Run 1, port wiring:
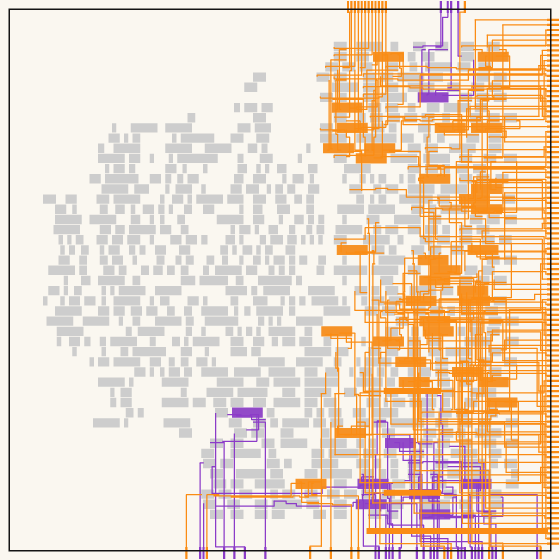
Run 1, wire density map:
29 x 29 tiles, from black (low) to pale yellow (high), scaled to the fullest tile. Values are wire area over tile area, all layers added.
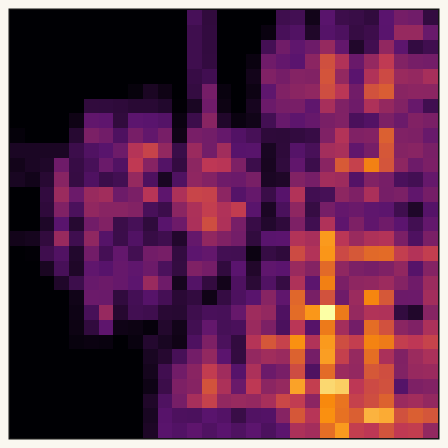
Run 1, M3 wires:
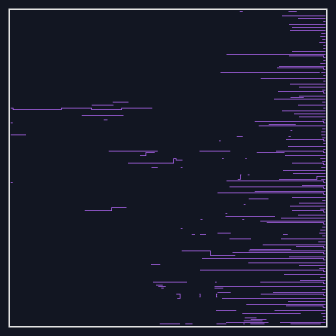
Run 1, register map, names as in the netlist:
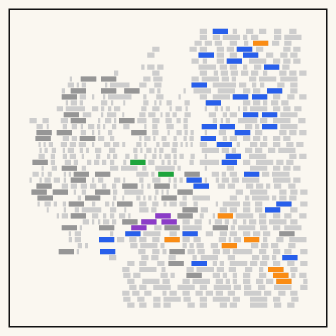
$ cat src/rtl/seg_display_scheduler_if.sv
// Bundle between the requester channels and seg_display_scheduler.
// master: requester/userspace side, slave: the scheduler.
interface seg_display_scheduler_if;
    logic [3:0]   req;
    logic [3:0]   urgent;
    logic         manual;
    logic         next;
    logic [127:0] ch_content;
    logic [31:0]  ch_dp;
    logic [31:0]  ch_en;
    logic [31:0]  blink_mask;
    logic [3:0]   gnt;
    logic [1:0]   owner;
    logic         valid;
    logic [31:0]  seg_content;
    logic [7:0]   seg_dp;
    logic [7:0]   seg_en;

    modport master (
        output req, urgent, manual, next, ch_content, ch_dp, ch_en, blink_mask,
        input  gnt, owner, valid, seg_content, seg_dp, seg_en
    );

    modport slave (
        input  req, urgent, manual, next, ch_content, ch_dp, ch_en, blink_mask,
        output gnt, owner, valid, seg_content, seg_dp, seg_en
    );
endinterface

$ cat src/rtl/seg_display_scheduler.sv
// Time-shares the 8-digit 7-segment display among four requesters (round-robin, manual step, urgent preemption).
// Optional digit blinking is enabled by defining SEG_BLINK_EN.
module seg_display_scheduler #(
    parameter int unsigned DWELL_CYCLES = 200_000_000,
    parameter int unsigned BLINK_HALF   = 25_000_000
) (
    input  logic                    clk,
    input  logic                    rst,
    seg_display_scheduler_if.slave  bus
);

    typedef enum logic [1:0] {IDLE, ROTATE, PREEMPT} state_t;

    localparam logic [31:0] DWELL_LAST = 32'(DWELL_CYCLES - 1);

    state_t      state, state_n;
    logic [1:0]  owner, owner_n;
    logic [1:0]  saved, saved_n;
    logic [31:0] dwell, dwell_n;
    logic [3:0]  gnt;
    logic        valid;
    logic [3:0]  urg;

    logic [31:0] seg_content_p1;
    logic [7:0]  seg_dp_p1;
    logic [7:0]  seg_en_p1;
    logic [7:0]  blank_mask;
    logic [6:0]  cbase;
    logic [4:0]  ebase;

    // First i with r[i] searching upward from ref_idx+1; ref_idx itself comes last.
    function automatic logic [1:0] rr_pick(input logic [1:0] ref_idx, input logic [3:0] r);
        logic [1:0] idx;
        rr_pick = ref_idx;
        for (int k = 4; k >= 1; k--) begin
            idx = ref_idx + 2'(k);
            if (r[idx]) rr_pick = idx;
        end
    endfunction

    function automatic logic [1:0] lowest(input logic [3:0] v);
        lowest = 2'd0;
        for (int k = 3; k >= 0; k--) begin
            if (v[k]) lowest = 2'(k);
        end
    endfunction

    assign urg = bus.urgent & bus.req;

    always_comb begin
        state_n = state;
        owner_n = owner;
        saved_n = saved;
        dwell_n = dwell;
        unique case (state)
            IDLE: begin
                if (|urg) begin
                    state_n = PREEMPT;
                    owner_n = lowest(urg);
                    saved_n = 2'd0;
                    dwell_n = '0;
                end else if (|bus.req) begin
                    state_n = ROTATE;
                    owner_n = rr_pick(owner, bus.req);
                    dwell_n = '0;
                end
            end
            ROTATE: begin
                if (|urg) begin
                    state_n = PREEMPT;
                    owner_n = lowest(urg);
                    saved_n = owner;
                    dwell_n = '0;
                end else if (bus.req == 4'd0) begin
                    state_n = IDLE;
                    dwell_n = '0;
                end else if (!bus.req[owner] || bus.next ||
                             (!bus.manual && dwell == DWELL_LAST)) begin
                    owner_n = rr_pick(owner, bus.req);
                    dwell_n = '0;
                end else if (!bus.manual) begin
                    dwell_n = dwell + 32'd1;
                end
            end
            PREEMPT: begin
                dwell_n = '0;
                if (|urg) begin
                    // Another urgent channel still pending keeps us preempted; lowest index wins.
                    owner_n = lowest(urg);
                end else if (bus.req == 4'd0) begin
                    state_n = IDLE;
                end else begin
                    state_n = ROTATE;
                    owner_n = bus.req[saved] ? saved : rr_pick(saved, bus.req);
                end
            end
            default: state_n = IDLE;
        endcase
    end

    // Stage p0: arbitration state and registered grant
    always_ff @(posedge clk) begin
        if (rst) begin
            state <= IDLE;
            owner <= 2'd0;
            saved <= 2'd0;
            dwell <= '0;
            gnt   <= 4'd0;
            valid <= 1'b0;
        end else begin
            state <= state_n;
            owner <= owner_n;
            saved <= saved_n;
            dwell <= dwell_n;
            valid <= (state_n != IDLE);
            gnt   <= (state_n != IDLE) ? (4'b0001 << owner_n) : 4'd0;
        end
    end

    assign cbase = {owner, 5'd0};
    assign ebase = {owner, 3'd0};

`ifdef SEG_BLINK_EN
    logic        phase;
    logic [31:0] blink_cnt;
    logic        own_chg;

    assign own_chg    = (state_n != IDLE) && ((state == IDLE) || (owner_n != owner));
    assign blank_mask = bus.blink_mask[ebase +: 8] & {8{phase}};

    always_ff @(posedge clk) begin
        if (rst || own_chg) begin
            phase     <= 1'b0;
            blink_cnt <= '0;
        end else if (blink_cnt == 32'(BLINK_HALF - 1)) begin
            phase     <= ~phase;
            blink_cnt <= '0;
        end else begin
            blink_cnt <= blink_cnt + 32'd1;
        end
    end
`else
    logic unused_blink;

    assign unused_blink = (^bus.blink_mask) ^ (BLINK_HALF == 0);
    assign blank_mask   = 8'd0;
`endif

    // Stage p1: display data follows the registered owner by one edge
    always_ff @(posedge clk) begin
        if (rst) begin
            seg_content_p1 <= '0;
            seg_dp_p1      <= '0;
            seg_en_p1      <= '0;
        end else if (valid) begin
            seg_content_p1 <= bus.ch_content[cbase +: 32];
            seg_dp_p1      <= bus.ch_dp[ebase +: 8];
            seg_en_p1      <= bus.ch_en[ebase +: 8] & ~blank_mask;
        end else begin
            seg_content_p1 <= '0;
            seg_dp_p1      <= '0;
            seg_en_p1      <= '0;
        end
    end

    assign bus.gnt         = gnt;
    assign bus.owner       = owner;
    assign bus.valid       = valid;
    assign bus.seg_content = seg_content_p1;
    assign bus.seg_dp      = seg_dp_p1;
    assign bus.seg_en      = seg_en_p1;

endmodule
$ cat src/flat_wrapper.sv
// flat-port wrapper written by rule: the top's interface ports become plain ports
module seg_display_scheduler_flat 
#(
    parameter int unsigned DWELL_CYCLES = 200_000_000,
    parameter int unsigned BLINK_HALF   = 25_000_000
)
  (clk, rst, bus_req, bus_urgent, bus_manual, bus_next, bus_ch_content, bus_ch_dp, bus_ch_en, bus_blink_mask, bus_gnt, bus_owner, bus_valid, bus_seg_content, bus_seg_dp, bus_seg_en);
  seg_display_scheduler_if bus_i ();
  input  logic clk;
  input  logic rst;
  input wire logic [$bits(bus_i.req)-1:0] bus_req;
  input wire logic [$bits(bus_i.urgent)-1:0] bus_urgent;
  input wire logic [$bits(bus_i.manual)-1:0] bus_manual;
  input wire logic [$bits(bus_i.next)-1:0] bus_next;
  input wire logic [$bits(bus_i.ch_content)-1:0] bus_ch_content;
  input wire logic [$bits(bus_i.ch_dp)-1:0] bus_ch_dp;
  input wire logic [$bits(bus_i.ch_en)-1:0] bus_ch_en;
  input wire logic [$bits(bus_i.blink_mask)-1:0] bus_blink_mask;
  output wire logic [$bits(bus_i.gnt)-1:0] bus_gnt;
  output wire logic [$bits(bus_i.owner)-1:0] bus_owner;
  output wire logic [$bits(bus_i.valid)-1:0] bus_valid;
  output wire logic [$bits(bus_i.seg_content)-1:0] bus_seg_content;
  output wire logic [$bits(bus_i.seg_dp)-1:0] bus_seg_dp;
  output wire logic [$bits(bus_i.seg_en)-1:0] bus_seg_en;
  assign bus_i.req = bus_req;
  assign bus_i.urgent = bus_urgent;
  assign bus_i.manual = bus_manual;
  assign bus_i.next = bus_next;
  assign bus_i.ch_content = bus_ch_content;
  assign bus_i.ch_dp = bus_ch_dp;
  assign bus_i.ch_en = bus_ch_en;
  assign bus_i.blink_mask = bus_blink_mask;
  assign bus_gnt = bus_i.gnt;
  assign bus_owner = bus_i.owner;
  assign bus_valid = bus_i.valid;
  assign bus_seg_content = bus_i.seg_content;
  assign bus_seg_dp = bus_i.seg_dp;
  assign bus_seg_en = bus_i.seg_en;
  seg_display_scheduler #(.DWELL_CYCLES(DWELL_CYCLES), .BLINK_HALF(BLINK_HALF)) u_core (.clk(clk), .rst(rst), .bus(bus_i));
endmodule
$ cat config.mk
export PLATFORM = sky130hd
export DESIGN_NAME = seg_display_scheduler_flat
export DESIGN_NICKNAME = d
export VERILOG_FILES = /design/src/rtl/seg_display_scheduler_if.sv /design/src/rtl/seg_display_scheduler.sv /design/src/flat_wrapper.sv
export SDC_FILE = /design/constraint.sdc
export NUM_CORES = 1
export LEC_CHECK = 0
export ABC_CLOCK_PERIOD_IN_PS = 3600
export CELL_PAD_IN_SITES_DETAIL_PLACEMENT = 1
export CELL_PAD_IN_SITES_GLOBAL_PLACEMENT = 1
export CORE_MARGIN = 8
export CORE_UTILIZATION = 29
export CTS_CLUSTER_DIAMETER = 50
export DETAILED_ROUTE_END_ITERATION = 8
export GPL_TIMING_DRIVEN = 0
export PLACE_DENSITY = 0.88
export SYNTH_ARGS = -nofsm -noshare
export SYNTH_HDL_FRONTEND = slang
export SYNTH_SLANG_ARGS = --single-unit
$ cat constraint.sdc
create_clock -name clk -period 3.6 [get_ports clk]
set_input_delay 0.72 -clock clk [delete_from_list [all_inputs] [get_ports clk]]
set_output_delay 0.72 -clock clk [all_outputs]
set_load 0.05 [all_outputs]
==> results.toml, run 1 <==
# synthesis and place-and-route metrics
[min_path]
hold_end = "u_core.dwell[12]"
hold_class = "reg -> reg"
min_path_cells = 2

[worst_setup_path]
crit_type = "in -> reg"
r2r_setup_slack_ns = 0.79
critPathMaxFanout = 10
worstPathCellList = "clkdlybuf4s50_1 > buf_2 > a22o_1 > nor4_1 > a311oi_1 > clkbuf_1 > nand3_1 > xor2_1 > nor2_1"
critPathRequiredTime_ns = 3.84
arrival_ns = 3.41
crit_end = "u_core.dwell[29]"
slowest_stage = "a311oi_1"
timing.rr.end = "u_core.dwell[29]"

[power]
internal_power_mw = 2.160
switching_share_pct = 28.83
p_seq_mw = 1.07
top_power_group = "sequential cells"
design_power_total_mw = 3.035
clock_power_share_pct = 33.5
p_per_area_mw_per_mm2 = 381.9

[sta]
holdWs_ns = 0.5264
fin_crit_ns = 3.174

[floorplanning]
die_area_mm2 = 0.02086
fp_util_pct = 29.25

[global_routing]
grt_use_met2_pct = 42.53
grt-ovfl-total = 0
grt_pass1_vias = 5369

[clocking]
ctsRootBufferMaster = "clkbuf_16"
cts_tree = "built"
numCtsBuffers = 9
postCtsSetupBuffers = 0
cts_hold_buf = 0
clock_path_buffers = 2
cts_max_level = 3

[final_layout]
area_growth_pct = 66.20
final_cells = 941
fin_area_mm2 = 0.007948
layout-drive-gt1-share_pct = 12.04

[logic_synthesis]
syn-num-nets = 679
syn-instance-count = 442
synthTopCellsByArea = "dfxtp_1, mux4_2, nor2b_1"
top_logic_kind = "multiplexers"
synthArstFlopShare_pct = 0
synth-edff-count = 0
synth.most_common_cell = "dfxtp_1"
ys_sh_xor_pct = 5.311
common_cells = "dfxtp_1, nor2b_1, mux4_2"
syn_area_per_cell_um2 = 10.82

[run_status]
outcome = "finished clean"

[routing]
drt-pass1-iter-count = 5
wirelength_met1_um = 8106
dr.max_layer_used = "met5"

[flow_run]
drv_cap = 0

[placement]
dp_hpwl_um = 19960
Back to the opening pictures, 'port wiring':
`bus_ch_en` -> purple  # direction input, edge 28 bottom, 4 top, end cells 8, buffers 32, wire 1270 um
`bus_ch_content` -> orange  # direction input, edge 104 right, 13 top, 11 bottom, end cells 32, buffers 128, wire 7470 um
# IOs: 291
PortBufs: 256

Back to the opening pictures, 'wire density map':
mean over tiles = 0.20
tiles over half the peak = 11%
emptiest ninth of the die = lower left
nearly empty tiles = 22%
densest ninth of the die = lower right
fullest tile = 0.81
WL/cell: 25.63 um
All-Layer GR Usage: 22.76%

Back to the opening pictures, 'M3 wires':
wire length on this layer = 2150 um
longest straight run = 56.4 um
share of all routed wire = 8.9%
main direction = horizontal
nets with wire on the layer = 140
DRT Wirelength: 24120 um
grt met3 use: 8.683%
DR vias: 4839

Back to the opening pictures, 'register map, names as in the netlist':
`u_core.bus.seg_content` -> blue  # sequential cells 32
`u_core.bus.gnt` -> purple  # sequential cells 4
`u_core.bus.seg_en` -> orange  # sequential cells 8
`u_core.state` -> green  # sequential cells 2
not coloured = 45
sequential cell area share: 22.92%
sequential cell area: 0.001822 mm2

run 1: final cells by class:
| class | instances | area share, % |
|---|---|---|
| clock buffers | 12 | 2.975 |
| plain buffers | 31 | 1.763 |
| inverters | 6 | 0.2834 |
| diodes | 7 | 0.2204 |
| multi-input cells | 314 | 35.20 |
| well taps | 220 | 3.463 |
| repair buffers | 256 | 32.24 |
| flip-flops and latches | 91 | 22.92 |
| clock inverters | 4 | 0.9288 |
run 1: per-stage QoR:
step	setup slack [ns]	util, %
6_report	0.4263	48.61
5_1_grt	0.2169	48.61
3_5_place_dp	0.07470	46.61
4_1_cts	0.4275	48.51
3_3_place_gp	0.1631	46.61
2_1_floorplan	1.185	-
==> run 2: changes to the inputs <==
- SKIP_CTS_REPAIR_TIMING: default -> 1
Run 2, M3 wires:
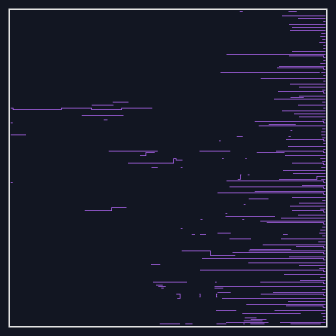
longest straight run = 56.4 um
share of all routed wire = 8.9%
wire length on this layer = 2150 um
main direction = horizontal
nets with wire on the layer = 140

Run 2, placed standard cells:
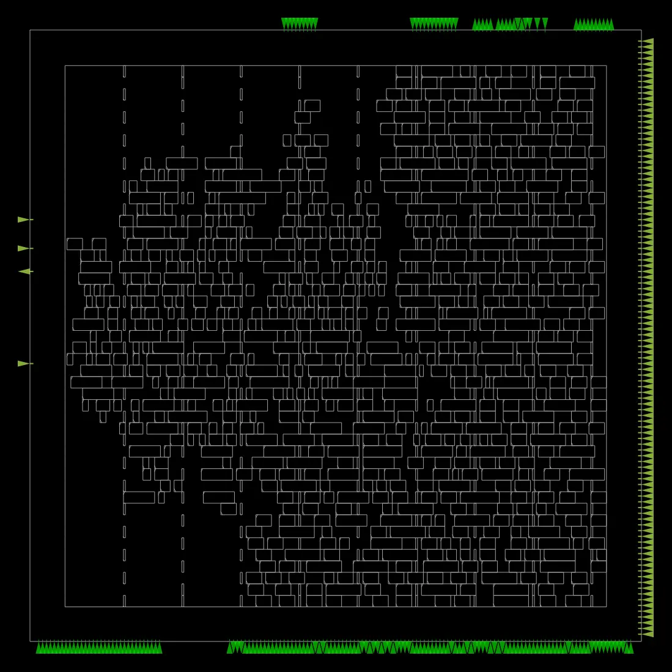
tap cells: 220
Fill cells: 1819
Final Non-Filler Cells: 941
flop count: 91

==> run 2 against run 1 <==
Against the previous run:
- register-to-register slack hardly changed
- die area stayed put
- critical path depth did not move
- largest cell class unchanged
==> results.toml, run 2 <==
# synthesis and place-and-route metrics
[global_routing]
grt_use_met3_pct = 8.683
grt_pass1_vias = 5369
grt-ovfl-total = 0

[clocking]
clock_path_buffers = 2
cts_max_level = 3
cts_tree = "built"
numCtsBuffers = 9
ctsRootBufferMaster = "clkbuf_16"

[power]
switching_share_pct = 28.83
p_seq_mw = 1.07
design_power_total_mw = 3.035
top_power_group = "sequential cells"

[worst_setup_path]
timing.rr.end = "u_core.dwell[29]"
crit_type = "in -> reg"
r2r_setup_slack_ns = 0.79
arrival_ns = 3.41
worstPathCellList = "clkdlybuf4s50_1 > buf_2 > a22o_1 > nor4_1 > a311oi_1 > clkbuf_1 > nand3_1 > xor2_1 > nor2_1"
crit_end = "u_core.dwell[29]"
slowest_stage = "a311oi_1"

[sta]
setup_ws_ns = 0.4263
holdWs_ns = 0.5264

[min_path]
min_path_cells = 2
hold_class = "reg -> reg"

[final_layout]
regArea_mm2 = 0.001822
fin_area_mm2 = 0.007948
area_growth_pct = 66.20
layout-drive-gt1-share_pct = 12.04
fin_util_pct = 48.61

[routing]
wl_um = 24120
routedWlPerCell_um = 25.63
wirelength_met1_um = 8106
drt-pass1-iter-count = 5

[floorplanning]
die_area_mm2 = 0.02086
pin_count = 291
fp_util_pct = 29.25

[run_status]
outcome = "finished clean"

[placement]
place_ws_ns = 0.07470
port_buffers = 256

[logic_synthesis]
common_cells = "dfxtp_1, nor2b_1, mux4_2"
synth.most_common_cell = "dfxtp_1"
synthTopCellsByArea = "dfxtp_1, mux4_2, nor2b_1"
synthArstFlopShare_pct = 0
syn-instance-count = 442
-- run 2: cell counts after synthesis --
Identical to the previous run, type by type.
-- run 2: cells by family (layout without fill, tap and decap cells) --
family          Yosys count  after routing  share of synthesized area [%]
simple gates            192            192                          22.76
flops                    91             91                          38.10
mux                      50             50                          23.02
compound gates           42             42                          7.143
buf+inv                  37            309                          3.401
xor+xnor                 29             29                          5.311
fa+ha+maj                 1              1                         0.2616
other cells               0              7                              0
-- run 2: area by class of cell --
cell class,count,area share (%)
buffer,31,1.763
inverter,6,0.2834
antenna,7,0.2204
clock inverter,4,0.9288
tap,220,3.463
timing repair buffer,256,32.24
sequential,91,22.92
clock buffer,12,2.975
multi-input combinational,314,35.20
